## config.mk

```make
export PLATFORM = sky130hd
export DESIGN_NAME = mult_div_unit
export DESIGN_NICKNAME = d
export VERILOG_FILES = /design/src/rtl/mult_div_unit.sv
export SDC_FILE = /design/constraint.sdc
export NUM_CORES = 1
export LEC_CHECK = 0
export CORE_AREA = 2 2 186 188
export DETAILED_ROUTE_END_ITERATION = 8
export DIE_AREA = 0 0 188 190
export DONT_BUFFER_PORTS = 1
export PLACE_DENSITY = 0.76
export SLEW_MARGIN = 10
export SYNTH_ARGS = -nofsm -noshare
export SYNTH_HDL_FRONTEND = slang
export SYNTH_SLANG_ARGS = --single-unit
```

## constraint.sdc

```tcl
create_clock -name clk -period 5.4 [get_ports clk]
set_input_delay 0.81 -clock clk [delete_from_list [all_inputs] [get_ports clk]]
set_output_delay 0.81 -clock clk [all_outputs]
set_load 0.01 [all_outputs]
```

## src/rtl/mult_div_unit.sv

```systemverilog
// mult_div_unit: iterative MULT/MULTU/DIV/DIVU unit with HI/LO registers for the MIPS datapath.
// Define FAST_MULT_EN to replace the shift-add multiplier with a single-cycle combinational one.
module mult_div_unit #(
  parameter int WIDTH = 32
) (
  input  logic             clk,
  input  logic             rst,
  input  logic             start,
  input  logic [1:0]       op,
  input  logic [WIDTH-1:0] rs_data,
  input  logic [WIDTH-1:0] rt_data,
  input  logic             mthi,
  input  logic             mtlo,
  output logic [WIDTH-1:0] hi,
  output logic [WIDTH-1:0] lo,
  output logic             busy,
  output logic             done
);
  localparam int CW = $clog2(WIDTH);
  typedef enum logic [1:0] {IDLE, MUL, DIV} state_t;
  state_t r_state, w_state_next;
  logic [WIDTH-1:0] r_a, r_b, r_rs, r_hi, r_lo, w_abs_a, w_abs_b, w_q, w_r;
  logic [2*WIDTH-1:0] r_p, w_p_next, w_mul_p, w_div_p, w_res;
  logic [WIDTH:0] w_rem_sh, w_tr;
  logic [CW-1:0] r_cnt;
  logic r_neg_q, r_neg_r, r_bz, r_done, w_fin, w_last, w_mul_fin, w_sa, w_sb;
  assign w_sa = ~op[0] & rs_data[WIDTH-1];
  assign w_sb = ~op[0] & rt_data[WIDTH-1];
  assign w_abs_a = w_sa ? -rs_data : rs_data;
  assign w_abs_b = w_sb ? -rt_data : rt_data;
  assign w_last = r_cnt == CW'(WIDTH - 1);
  // Restoring step: trial-subtract the divisor from the shifted partial remainder; bit WIDTH is the borrow.
  assign w_rem_sh = {r_p[2*WIDTH-1:WIDTH], r_p[WIDTH-1]};
  assign w_tr = w_rem_sh - {1'b0, r_b};
  assign w_div_p = w_tr[WIDTH] ? {r_p[2*WIDTH-2:0], 1'b0} : {w_tr[WIDTH-1:0], r_p[WIDTH-2:0], 1'b1};
  assign w_q = w_div_p[WIDTH-1:0];
  assign w_r = w_div_p[2*WIDTH-1:WIDTH];
`ifdef FAST_MULT_EN
  assign w_mul_p = {{WIDTH{1'b0}}, r_a} * {{WIDTH{1'b0}}, r_b};
  assign w_mul_fin = 1'b1;
`else
  logic [WIDTH:0] w_sum;
  assign w_sum = {1'b0, r_p[2*WIDTH-1:WIDTH]} + (r_p[0] ? {1'b0, r_a} : '0);
  assign w_mul_p = {w_sum, r_p[WIDTH-1:1]};
  assign w_mul_fin = w_last;
`endif
  always_comb begin
    w_state_next = r_state;
    w_p_next = r_state == DIV ? w_div_p : w_mul_p;
    w_fin = (r_state == DIV && w_last) || (r_state == MUL && w_mul_fin);
    w_res = r_state == DIV ? (r_bz ? {r_rs, {WIDTH{1'b1}}}
                                   : {r_neg_r ? -w_r : w_r, r_neg_q ? -w_q : w_q})
                           : (r_neg_q ? -w_mul_p : w_mul_p);
    if (r_state == IDLE && start) w_state_next = op[1] ? DIV : MUL;
    else if (w_fin) w_state_next = IDLE;
  end
  always_ff @(posedge clk) begin
    if (rst) begin
      r_state <= IDLE;
      r_cnt   <= '0;
      r_hi    <= '0;
      r_lo    <= '0;
      r_done  <= 1'b0;
    end else begin
      r_state <= w_state_next;
      r_done  <= w_fin;
      if (r_state == IDLE) begin
        r_cnt <= '0;
        if (start) begin
          r_a     <= w_abs_a;
          r_b     <= w_abs_b;
          r_rs    <= rs_data;
          r_neg_q <= w_sa ^ w_sb;
          r_neg_r <= w_sa;
          r_bz    <= rt_data == '0;
          r_p     <= {{WIDTH{1'b0}}, op[1] ? w_abs_a : w_abs_b};
        end else begin
          if (mthi) r_hi <= rs_data;
          if (mtlo) r_lo <= rs_data;
        end
      end else begin
        r_p   <= w_p_next;
        r_cnt <= w_fin ? '0 : r_cnt + 1'b1;
        if (w_fin) {r_hi, r_lo} <= w_res;
      end
    end
  end
  assign hi = r_hi;
  assign lo = r_lo;
  assign busy = r_state != IDLE;
  assign done = r_done;
endmodule

```

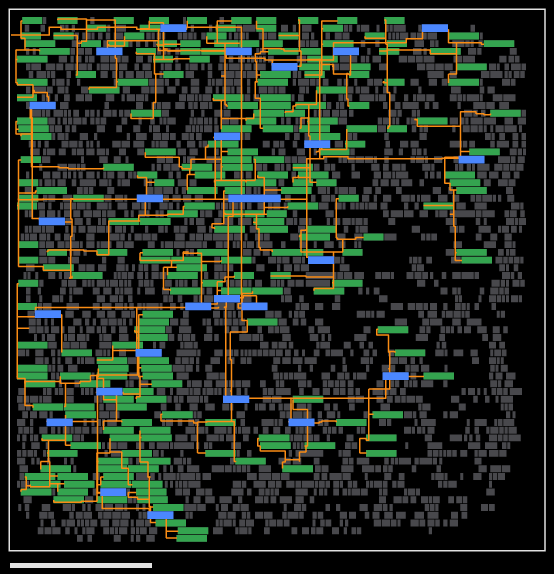
clock_map.png
The bar under the picture is 50 µm long.
Key: green = flip-flops [count 234]; orange = clock wires [length 3210 µm]; blue = cells driving clock nets [count 27]
Position of the flops: spread over the die. There are 28 routed clock nets.
P_clk: 1860 µW
Late-Pin Clk Latency: 0.58 ns

==> job_summary.md <==
### Yosys + OpenROAD results

| Metric | Value |
|---|---|
| Drt drc | 0 |
| Total CTS buffers | 27 |
| Fill count | 2985 |
| Worst-Margin Slew | 1.176 ns |
| Synth Warn # | 0 |
| Tool warnings | 26 |
| Iter 0 DRT Violations | 2788 |
| Yosys cell count | 2332 |
| Layout Skew | 0.03870 ns |
| Asr flop ratio synth | 0% |
| Initial antenna violation count | 1 |
| Dominant synthesized flop cell | edfxtp_1 |
| Maximum number of pins on one net before global-route repair | 83 |
| Pre-CTS setup slack | 0.06753 ns |
| Final ANT Viol Nets | 0 |
| Hold Crit Class | input pin to register |
| Post-synth EDFFs | 162 |
| Area leader share | 25.22% |
| Pwr Density | 308.0 mW/mm² |
| Post-synth seq share | 32.69% |
| Global-route congestion overflow total | 0 |
| Drt total wl | 76760 µm |
| Max Cap Viol | 0 |
| Setup TNS | 0 ns |
| Mean number of vias per cell | 7.029 |
| Post-cts hold-fix buffer tally | 0 |
| Final Worst Setup Slack | 0.3095 ns |
| Share of cells above drive strength 1 | 7.112% |
| Yosys chip area | 0.01929 mm² |
| Wire per inst | 28.09 µm |
| IO Port Bufs | 0 |
| Clock root buffer | clkbuf_16 |
| CP max FO | 8 |
| Chip Height | 190 µm |
| Post-layout nets | 2401 |
| Syn_area_per_cell | 8.271 µm² |
| Row count | 68 |
| GRT Total Usage | 41.96% |
| Cell area leaders | edfxtp_1 (25%), dfxtp_1 (7.5%), xnor2_1 (6.7%) |
| Tcrit/Tclk final | 94.27% |
| Vias | 19210 |
| Setup CP Type | register to register |
| Max_slew headroom | 21.01% |
| Area Overhead vs Synth | 6.727% |
| Most frequent cell after synthesis | nand2_1 |
| Max Slew Vio Count | 0 |
| Detailed placement HPWL | 58390 µm |
| WP data arrival | 5.55 ns |
| Post-synth top cells | nand2_1 (253), nor2_1 (185), o21ai_0 (164) |
| Die Footprint | 0.03572 mm² |
| DIE WIDTH | 188 µm |
| IO Pins | 137 |
| CTS sink cnt | 234 |
| Worst-case clock buffer depth | 3 |
| # H-tree levels | 1 |
| Synthesized area | 0.01929 mm² |
| Number of library cell types mapped by synthesis | 96 |
| Leakage | 0.007602 µW |
| Maximum VDD drop | 0.2749 mV |
| Setup crit end kind | register |
| Min cycle time layout | 5.091 ns |
| Clk pin slew, worst setup/hold paths | 0.06 ns |
| Synth area leader | edfxtp_1 |
| Core Util at FP | 56.82% |
| CP Cell Sequence | inv_1 > ha_1 > inv_1 > fa_1 > a211oi_2 > nor3_2 > o21ai_2 > a21oi_1 > nor3_2 > nor2_4 > inv_2 > mux2i_1 > ha_1 > nand3_1 > or4_1 > mux2i_1 > o21ai_2 > o21ai_0 > xnor2_1 > a221oi_1 > nor4_1 |
| First-pass GRT wire length | 113500 µm |
| Largest stage delay, worst path | 0.55 ns |
| Post-Place Cells | 2682 |
| Ant. Diodes | 0 |
| Cell depth of the worst hold path | 1 |
| Max stage delay cell, worst path | or4_1 |
| Status | completed |
| Startpoint Class | register |
| Core ar. | 0.03395 mm² |
| Synth Register Bits | 234 |
| Final Hold Vio Count | 0 |
| RSZ-0062 raised after global routing | no |
| Peak Freq | 196.4 MHz |
| CTS tree | yes |
| First-pass DRT Iterations | 9 |
| # setup viols final | 0 |
| Vias in the first global route | 18130 |
| Mapped Nets | 2476 |
| R2r worst-path depth | 21 |
| Syn Inst Count | 2332 |
| Placer Congestion | 1.004 |
| Critical path required time | 5.85 ns |
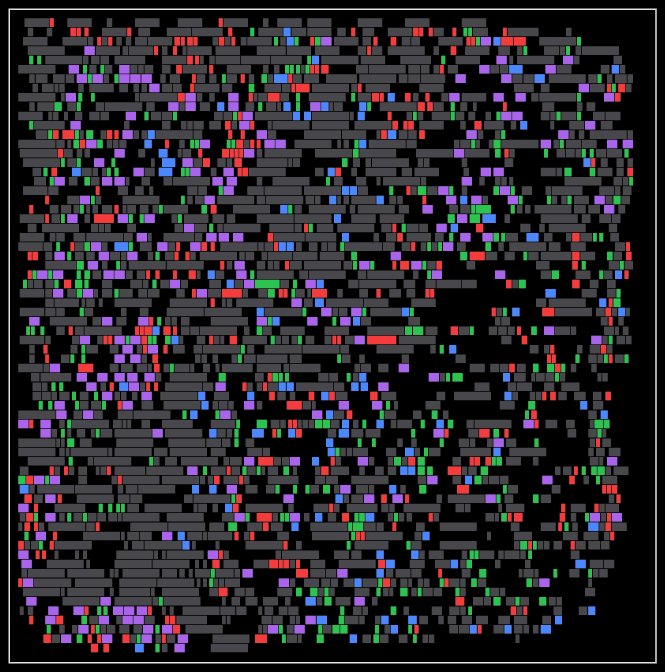
gate_families.png
Key: green = NAND gates [cells 346, where spread over the die]; red = NOR gates [cells 308, where spread over the die]; blue = AND and OR gates [cells 120]; purple = XOR/XNOR gates [cells 215, where spread over the die]
combinational share of cell area: 58.51%
non-filler cells, final: 2733
Top cell excl fill/tap: nand2_1

-- state kept, by name, indices dropped and copies added (netlist names) --
name     cells
done         1
hi          32
lo          32
r_a         32
r_b         32
r_bz         1
r_cnt        5
r_neg_q      1
r_neg_r      1
r_p         64
r_rs        31
r_state      2
-- worst max-delay path: cells and delay by family (launching register included) --
kind / cells / cell delay (ns)
muxes: 2 / 0.59
buffers and inverters: 3 / 0.29
adders and majority gates: 3 / 0.89
and+or+nand+nor: 6 / 1.25
AOI/OAI and AO/OA: 6 / 1.47
DFF: 1 / 0.38
xor gates and xnor gates: 1 / 0.12
-- stage by stage --
stage               hold WS, ns  utilization, %  area [µm²]  total power, µW
global route             0.2921           60.64       20590             6560
global placement         0.4287           57.85       19640             4401
floorplan                0.4176               -       19290             3747
finish                   0.3039           60.64       20590             6341
detailed placement       0.4411           57.85       19640             4418
CTS                      0.2987           60.49       20540             6248
-- what timing repair did --
item	in CTS	in global routing
endpoints found under the setup margin	0	14
buffers inserted	0	1
resized	0	10
-- layout make-up --
class	instances	area, µm²	share of cell area, %
Clock buffer	35	767.0	3.726
Multi-Input combinational cell	1841	12050	58.51
Clock inverter	15	128.9	0.6260
Inverter	104	390.4	1.896
Tap cell	455	569.3	2.765
Timing Repair Buffer	49	371.6	1.805
Sequential cell	234	6314	30.67
-- power breakdown --
group	internal [µW]	switching, µW	leakage, µW
sequential	2090	182	0.00212
clock	1060	800	0.000432
combinational	759	1450	0.00505
total	3910	2430	0.00760
-- cells in the final DEF, fill, tap and decap left out, drive strengths merged, types with 35 or more instances in the layout --
cell type,instances
nand2,254
nor2,189
o21ai,179
edfxtp,162
a21oi,159
xnor2,148
inv,104
nor3,76
dfxtp,72
ha,71
xor2,67
mux2i,50
and2,49
buf,49
o31ai,47
nand3,44
o211ai,43
a211oi,40
clkbuf,35
-- worst paths after layout --
check	slack, ns	startpoint	to
worst max-delay path	0.31	r_p[31]	hi[24]
worst min-delay path	0.30	rst	hi[12]
worst max register to register	0.31	r_p[31]	hi[24]
worst min register to register	0.46	r_cnt[0]	r_cnt[0]
-- cells by family (layout without fill, tap and decap cells) --
logic type | after synthesis | in the layout | synth area share (%)
multiplexers | 53 | 53 | 2.770
AND/OR/NAND/NOR | 774 | 774 | 19.73
XOR/XNOR | 215 | 215 | 9.763
AND-OR/OR-AND | 726 | 726 | 25.02
adder cells (fa/ha/maj) | 73 | 73 | 4.813
flip-flops | 234 | 234 | 32.69
buffers and inverters | 257 | 203 | 5.209
-- per-layer routing --
layer,global-route usage (%),wire (µm),part of all wire (%),vias to the layer above
li1,-,-,-,8480
met1,53.64,28300,37,9057
met2,64.41,32860,43,1391
met3,9.611,9727,13,282
met4,26.32,5877,7.7,0
met5,0,0,0,-
Power is estimated from default activity; no workload was simulated.
